==> config.mk <==
export PLATFORM = sky130hd
export DESIGN_NAME = hdlverifier_jtag_register_bank_flat
export DESIGN_NICKNAME = d
export VERILOG_FILES = /design/src/rtl/hdlverifier_jtag_register_bank_if.sv /design/src/rtl/hdlverifier_jtag_register_bank.sv /design/src/flat_wrapper.sv
export SDC_FILE = /design/constraint.sdc
export NUM_CORES = 1
export LEC_CHECK = 0
export CELL_PAD_IN_SITES_DETAIL_PLACEMENT = 0
export CELL_PAD_IN_SITES_GLOBAL_PLACEMENT = 1
export CORE_ASPECT_RATIO = 0.6
export CORE_MARGIN = 4
export CORE_UTILIZATION = 42
export CTS_BUF_LIST = sky130_fd_sc_hd__clkbuf_16
export DETAILED_ROUTE_END_ITERATION = 8
export GPL_TIMING_DRIVEN = 1
export PLACE_DENSITY_LB_ADDON = 0.1
export REMOVE_ABC_BUFFERS = 1
export SYNTH_ARGS = -nofsm -noshare
export SYNTH_HDL_FRONTEND = slang
export SYNTH_SLANG_ARGS = --single-unit
==> constraint.sdc <==
create_clock -name clk -period 11.48 [get_ports clk]
set_clock_uncertainty 0.2 [all_clocks]
set_input_delay 2.296 -clock clk [delete_from_list [all_inputs] [get_ports clk]]
set_output_delay 2.296 -clock clk [all_outputs]
set_load 0.01 [all_outputs]
==> src/rtl/hdlverifier_jtag_register_bank_if.sv <==
// Request/response bus between the JTAG command decoder (master) and the
// user register bank (slave).
interface hdlverifier_jtag_register_bank_if #(
  parameter int DATA_WIDTH = 32,
  parameter int ADDR_WIDTH = 5
) ();
  logic                    req_valid;
  logic                    req_ready;
  logic                    req_write;
  logic [ADDR_WIDTH-1:0]   req_addr;
  logic [DATA_WIDTH-1:0]   req_wdata;
  logic [DATA_WIDTH/8-1:0] req_be;
  logic                    rsp_valid;
  logic                    rsp_ready;
  logic [DATA_WIDTH-1:0]   rsp_rdata;
  logic                    rsp_error;

  modport master (
    output req_valid, req_write, req_addr, req_wdata, req_be, rsp_ready,
    input  req_ready, rsp_valid, rsp_rdata, rsp_error
  );

  modport slave (
    input  req_valid, req_write, req_addr, req_wdata, req_be, rsp_ready,
    output req_ready, rsp_valid, rsp_rdata, rsp_error
  );
endinterface

==> src/rtl/hdlverifier_jtag_register_bank.sv <==
// JTAG user register bank: NUM_REGS write registers, NUM_REGS input/snapshot
// registers and a CTRL/STATUS register behind a one-outstanding req/rsp bus.
module hdlverifier_jtag_register_bank #(
  parameter int DATA_WIDTH = 32,
  parameter int NUM_REGS   = 4,
  parameter int ADDR_WIDTH = 5,
  parameter int SNAP_MODE  = 1
) (
  input  logic                           clk,
  input  logic                           reset,
  hdlverifier_jtag_register_bank_if.slave bus,
  input  logic [NUM_REGS*DATA_WIDTH-1:0] user_data_in,
  output logic [NUM_REGS*DATA_WIDTH-1:0] user_data_out,
  output logic [NUM_REGS-1:0]            user_wr_strobe
);

  localparam int BE_W = DATA_WIDTH / 8;
  localparam logic [0:0] ST_IDLE = 1'b0;
  localparam logic [0:0] ST_RESP = 1'b1;
  localparam logic [ADDR_WIDTH-1:0] CTRL_ADDR = ADDR_WIDTH'(2 * NUM_REGS);

  logic [0:0]            state_r;
  logic                  req_ready_r;
  logic                  rsp_valid_r;
  logic                  rsp_error_r;
  logic [DATA_WIDTH-1:0] rsp_rdata_r;
  logic [DATA_WIDTH-1:0] wr_reg_r [NUM_REGS];
  logic [DATA_WIDTH-1:0] snap_r   [NUM_REGS];
  logic [NUM_REGS-1:0]   strobe_r;
  logic                  sticky_r;
  logic [7:0]            err_cnt_r;

  logic                  accept_s;
  logic                  hit_ctrl_s;
  logic                  oor_s;
  logic                  snap_trig_s;
  logic                  clr_s;
  logic [NUM_REGS-1:0]   wsel_s;
  logic [DATA_WIDTH-1:0] rdata_s;
  logic [DATA_WIDTH-1:0] merge_s;
  logic [DATA_WIDTH-1:0] status_s;
  logic [DATA_WIDTH-1:0] in_val_s [NUM_REGS];

  assign accept_s = bus.req_valid & req_ready_r;

  // Input-register view: live inputs or the last coherent snapshot.
  for (genvar g = 0; g < NUM_REGS; g++) begin : g_chan
    assign in_val_s[g] = (SNAP_MODE != 0) ? snap_r[g]
                                          : user_data_in[g*DATA_WIDTH +: DATA_WIDTH];
    assign user_data_out[g*DATA_WIDTH +: DATA_WIDTH] = wr_reg_r[g];
  end

  // Address decode, read mux and byte-enable merge for the current request.
  always_comb begin
    rdata_s          = '0;
    wsel_s           = '0;
    status_s         = '0;
    status_s[15:8]   = err_cnt_r;
    status_s[1]      = sticky_r;
    hit_ctrl_s       = (bus.req_addr == CTRL_ADDR);
    oor_s            = (bus.req_addr > CTRL_ADDR);
    for (int i = 0; i < NUM_REGS; i++) begin
      wsel_s[i] = (bus.req_addr == ADDR_WIDTH'(i));
      rdata_s   = rdata_s | ({DATA_WIDTH{wsel_s[i]}} & wr_reg_r[i]);
      rdata_s   = rdata_s | ({DATA_WIDTH{bus.req_addr == ADDR_WIDTH'(NUM_REGS + i)}} & in_val_s[i]);
    end
    rdata_s = rdata_s | ({DATA_WIDTH{hit_ctrl_s}} & status_s);
    // rdata_s holds the addressed write register, so unselected bytes are kept.
    for (int b = 0; b < BE_W; b++) begin
      merge_s[b*8 +: 8] = bus.req_be[b] ? bus.req_wdata[b*8 +: 8] : rdata_s[b*8 +: 8];
    end
    snap_trig_s = accept_s & bus.req_write & hit_ctrl_s & bus.req_be[0] & bus.req_wdata[0];
    clr_s       = accept_s & bus.req_write & hit_ctrl_s & bus.req_be[0] & bus.req_wdata[1];
  end

  // Handshake FSM and registered response.
  always_ff @(posedge clk) begin
    if (reset) begin
      state_r     <= ST_IDLE;
      req_ready_r <= 1'b1;
      rsp_valid_r <= 1'b0;
      rsp_rdata_r <= '0;
      rsp_error_r <= 1'b0;
    end else begin
      case (state_r)
        ST_IDLE: begin
          if (accept_s) begin
            state_r     <= ST_RESP;
            req_ready_r <= 1'b0;
            rsp_valid_r <= 1'b1;
            rsp_rdata_r <= (bus.req_write || oor_s) ? '0 : rdata_s;
            rsp_error_r <= oor_s;
          end
        end
        ST_RESP: begin
          if (bus.rsp_ready) begin
            state_r     <= ST_IDLE;
            req_ready_r <= 1'b1;
            rsp_valid_r <= 1'b0;
          end
        end
        default: begin
          state_r     <= ST_IDLE;
          req_ready_r <= 1'b1;
          rsp_valid_r <= 1'b0;
        end
      endcase
    end
  end

  // Write registers, strobes, snapshot capture and sticky error tracking.
  always_ff @(posedge clk) begin
    if (reset) begin
      for (int i = 0; i < NUM_REGS; i++) begin
        wr_reg_r[i] <= '0;
        snap_r[i]   <= '0;
      end
      strobe_r  <= '0;
      sticky_r  <= 1'b0;
      err_cnt_r <= 8'd0;
    end else begin
      strobe_r <= (accept_s && bus.req_write) ? wsel_s : '0;
      for (int i = 0; i < NUM_REGS; i++) begin
        if (accept_s && bus.req_write && wsel_s[i]) begin
          wr_reg_r[i] <= merge_s;
        end
        if (snap_trig_s) begin
          snap_r[i] <= user_data_in[i*DATA_WIDTH +: DATA_WIDTH];
        end
      end
      if (clr_s) begin
        sticky_r  <= 1'b0;
        err_cnt_r <= 8'd0;
      end else if (accept_s && oor_s) begin
        sticky_r <= 1'b1;
        if (err_cnt_r != 8'hFF) begin
          err_cnt_r <= err_cnt_r + 8'd1;
        end
      end
    end
  end

  assign bus.req_ready = req_ready_r;
  assign bus.rsp_valid = rsp_valid_r;
  assign bus.rsp_rdata = rsp_rdata_r;
  assign bus.rsp_error = rsp_error_r;
  assign user_wr_strobe = strobe_r;

endmodule

==> src/flat_wrapper.sv <==
// flat-port wrapper written by rule: the top's interface ports become plain ports
module hdlverifier_jtag_register_bank_flat 
#(
  parameter int DATA_WIDTH = 32,
  parameter int NUM_REGS   = 4,
  parameter int ADDR_WIDTH = 5,
  parameter int SNAP_MODE  = 1
)
  (clk, reset, user_data_in, user_data_out, user_wr_strobe, bus_req_valid, bus_req_write, bus_req_addr, bus_req_wdata, bus_req_be, bus_rsp_ready, bus_req_ready, bus_rsp_valid, bus_rsp_rdata, bus_rsp_error);
  hdlverifier_jtag_register_bank_if #(.DATA_WIDTH(DATA_WIDTH), .ADDR_WIDTH(ADDR_WIDTH)) bus_i ();
  input  logic clk;
  input  logic reset;
  input  logic [NUM_REGS*DATA_WIDTH-1:0] user_data_in;
  output logic [NUM_REGS*DATA_WIDTH-1:0] user_data_out;
  output logic [NUM_REGS-1:0] user_wr_strobe;
  input wire logic [$bits(bus_i.req_valid)-1:0] bus_req_valid;
  input wire logic [$bits(bus_i.req_write)-1:0] bus_req_write;
  input wire logic [$bits(bus_i.req_addr)-1:0] bus_req_addr;
  input wire logic [$bits(bus_i.req_wdata)-1:0] bus_req_wdata;
  input wire logic [$bits(bus_i.req_be)-1:0] bus_req_be;
  input wire logic [$bits(bus_i.rsp_ready)-1:0] bus_rsp_ready;
  output wire logic [$bits(bus_i.req_ready)-1:0] bus_req_ready;
  output wire logic [$bits(bus_i.rsp_valid)-1:0] bus_rsp_valid;
  output wire logic [$bits(bus_i.rsp_rdata)-1:0] bus_rsp_rdata;
  output wire logic [$bits(bus_i.rsp_error)-1:0] bus_rsp_error;
  assign bus_i.req_valid = bus_req_valid;
  assign bus_i.req_write = bus_req_write;
  assign bus_i.req_addr = bus_req_addr;
  assign bus_i.req_wdata = bus_req_wdata;
  assign bus_i.req_be = bus_req_be;
  assign bus_i.rsp_ready = bus_rsp_ready;
  assign bus_req_ready = bus_i.req_ready;
  assign bus_rsp_valid = bus_i.rsp_valid;
  assign bus_rsp_rdata = bus_i.rsp_rdata;
  assign bus_rsp_error = bus_i.rsp_error;
  hdlverifier_jtag_register_bank #(.DATA_WIDTH(DATA_WIDTH), .NUM_REGS(NUM_REGS), .ADDR_WIDTH(ADDR_WIDTH), .SNAP_MODE(SNAP_MODE)) u_core (.clk(clk), .reset(reset), .bus(bus_i), .user_data_in(user_data_in), .user_data_out(user_data_out), .user_wr_strobe(user_wr_strobe));
endmodule
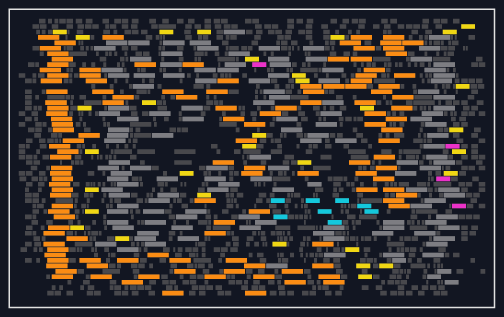
(where the registers sit)
(2 px per µm) Other sequential cells in the stronger grey, the rest of the logic in the fainter grey.
[cyan] u_core.err_cnt_r | sequential cells: 8
[orange] u_core.snap_r | sequential cells: 128 | where: widely spread
[magenta] u_core.user_wr_strobe | sequential cells: 4 | where: middle right
[yellow] u_core.bus.rsp_rdata | sequential cells: 32 | where: widely spread
sequential fraction of total cell area: 46.9%
Seq power: 1.25 mW
fraction of the core area covered by cells at the end of the flow: 57.0%
total area of sequential cells: 0.00867 mm²

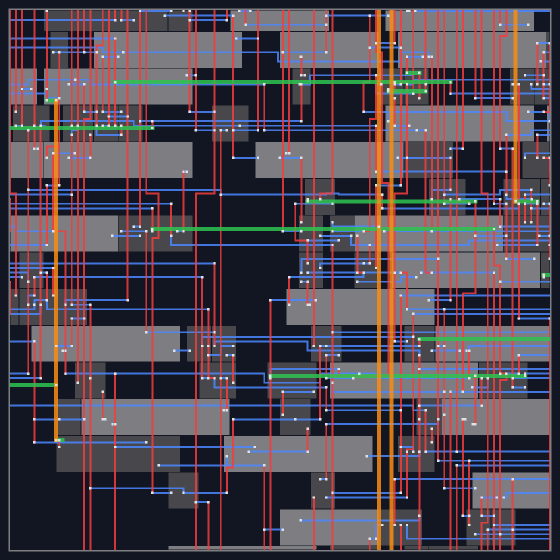
(zoomed window)
Window x 101 to 141, y 84 to 124 µm. Cells in grey, sequential cells in the stronger grey; small squares are vias.
[blue] metal 1
[orange] metal 4
[red] metal 2
[green] metal 3
sequential cells in the window: 21
most frequent: edfxtp_1 (18), nor3_1 (10), and2_1 (7)
cells with their middle in the window: 66
netlist names of flops here include: u_core.wr_reg_r (11), u_core.snap_r (7), u_core.bus.rsp_rdata (2)

## routing by layer
| metal | wire length (µm) | global-route usage (%) | up-vias | share of wire (%) |
|---|---|---|---|---|
| met5 | 16 | 0 | - | 0.034 |
| met4 | 1080 | 6.20 | 2 | 2.3 |
| met3 | 4660 | 6.47 | 70 | 9.9 |
| met2 | 20700 | 39.1 | 542 | 44 |
| met1 | 20500 | 36.4 | 5169 | 44 |
| li1 | - | - | 4845 | - |
## power by group through the flow
stage	Clock [mW]	Sequential (mW)	Combinational [mW]
2_1_floorplan	0	1.28	0.0699
3_3_place_gp	0	1.27	0.233
3_5_place_dp	0	1.27	0.234
4_1_cts	1.07	1.25	0.235
5_1_grt	1.12	1.25	0.249
6_report	1.06	1.25	0.235
## cells in the final DEF (no fill, tap or decap), types with 3 or more instances in the layout
cell	n
clkdlybuf4s50_1	338
edfxtp_1	256
nor3_1	137
and2_1	131
nand3_1	63
dfxtp_1	49
a21oi_1	47
nand2_1	46
nor2b_1	39
nand3b_1	34
clkbuf_16	31
nor2_1	28
mux2i_1	27
a221o_1	24
a22oi_1	23
a22o_1	18
buf_4	16
o21ai_0	14
inv_1	12
and3_1	10
and4b_4	8
and4b_1	8
a221oi_2	6
bufinv_16	6
nor2_4	5
a221oi_1	5
o22ai_1	5
clkinv_2	5
a21o_2	4
nand2_2	4
xor2_1	4
clkinvlp_4	4
diode_2	3
nand2b_1	3
o211ai_1	3
a31oi_1	3
clkinv_1	3
## synth_stat cells (10+ instances only)
master    number  area share, %
a21oi_1       47            1.7
a221o_1       24            1.7
a22o_1        18            1.1
a22oi_1       23            1.3
and2_1       131            5.9
and3_1        10           0.45
buf_2         24           0.87
clkbuf_1      42            1.1
dfxtp_1       49            7.1
edfxtp_1     256             56
mux2i_1       27            2.0
nand2_1       50            1.4
nand3_1       63            2.3
nand3b_1      34            1.9
nor2_1        30           0.82
nor2b_1       39            1.8
nor3_1       137            5.0
o21ai_0       14           0.51
## sequential cells by signal (all words and copies together), names as in the netlist
signal,count
u_core.bus.rsp_error,1
u_core.err_cnt_r,8
u_core.bus.rsp_rdata,32
u_core.user_wr_strobe,4
u_core.snap_r,128
u_core.bus.req_ready,1
u_core.wr_reg_r,128
u_core.bus.rsp_valid,1
u_core.state_r,1
u_core.sticky_r,1
## worst max path at each step
stage / cells after the start / endpoint / slack (ps) / from
final: 7 / u_core.snap_r[0][12] / 5510 / bus_req_addr[0]
after global routing: 7 / u_core.snap_r[0][12] / 5270 / bus_req_addr[1]
after CTS: 7 / u_core.snap_r[0][12] / 5560 / bus_req_addr[1]
after detailed placement: 7 / u_core.snap_r[0][12] / 4950 / bus_req_addr[1]
after global placement: 7 / u_core.snap_r[2][9] / 5080 / bus_req_addr[1]
after floorplan: 4 / u_core.snap_r[0][0] / 4680 / bus_req_addr[1]
## area by class of cell
type                    instances  share of cell area [%]
well taps                     424                    2.87
repair buffers                354                    18.9
multi-input cells             733                    25.5
diodes                          3                  0.0406
clock inverters                25                    1.48
clock buffers                  31                    4.20
flip-flops and latches        305                    46.9
inverters                       5                   0.102
## worst max-delay path, delay by kind of cell
kind	cells	cell delay, ps
and+or+nand+nor	4	2100
buffers and inverters	3	1360
==> flow_summary.json <==
{
  "antenna_found_initial": 4,
  "dpl-instance-area_mm2": 0.0174,
  "power.clock.fraction_pct": 41.6,
  "final.period_utilization_pct": 52.0,
  "power_frac_comb_pct": 9.3,
  "finalCriticalPeriod_ps": 5970,
  "critPathKind": "input port to flop",
  "clock_tree.htree_level_count": 1,
  "power.density_cell_area_mw_per_mm2": 137,
  "grt_pass1_wl_um": 68700,
  "total_switching_power_uw": 575,
  "enable_flop_cells": 256,
  "worst_skew_pair.late_latency_ps": 560,
  "n_fill_cell": 2777,
  "worstReg2RegEnd": "u_core.snap_r[0][12]",
  "overflow_left_after_global_routing": 0,
  "route.detailed.drc": 0,
  "r2r-start": "u_core.bus.req_ready",
  "synth.cell_area_mm2": 0.0138,
  "maxSlewViolCount": 0,
  "synth-adder-area-share_pct": 0.0908,
  "vdd.ir_drop.worst_mv": 0.119,
  "worst-slew-pin-transition_ps": 1110,
  "final_design_area_no_fill_mm2": 0.0185,
  "finalSetupViolCount": 0,
  "post_synth_num_cell_types": 56,
  "logic_area_mm2": 0.00471,
  "first_global_vias": 10600,
  "cts_hold_buf": 0,
  "worst_hold_path_type": "flop to flop",
  "status": "finished, final reports clean",
  "post_synth_and_or_nand_nor_area_fraction_pct": 22.6,
  "postCtsSetupRepairBufs": 0,
  "synth_stat.cells": 1127,
  "deepest_clock_path_buffer_count": 3,
  "setup.reg_to_reg.worst_slack_ps": 8210,
  "crit_fanout": 80,
  "synth.comb.largest_family": "simple AND/OR/NAND/NOR gates",
  "and_or_or_and_share_of_the_synthesized_area_pct": 8.95,
  "nNetsFinal": 1604,
  "dp.cells": 1821,
  "instance_tally_after_logic_synthesis": 1127,
  "worstHoldEndpoint": "u_core.bus.rsp_rdata[25]",
  "detail_route.iter0.violations": 1026,
  "tritoncts_clock_tree": "yes",
  "cpMostUsedCell": "buf_4",
  "cp.required_ps": 11470
}
Power is estimated from default activity; no workload was simulated.
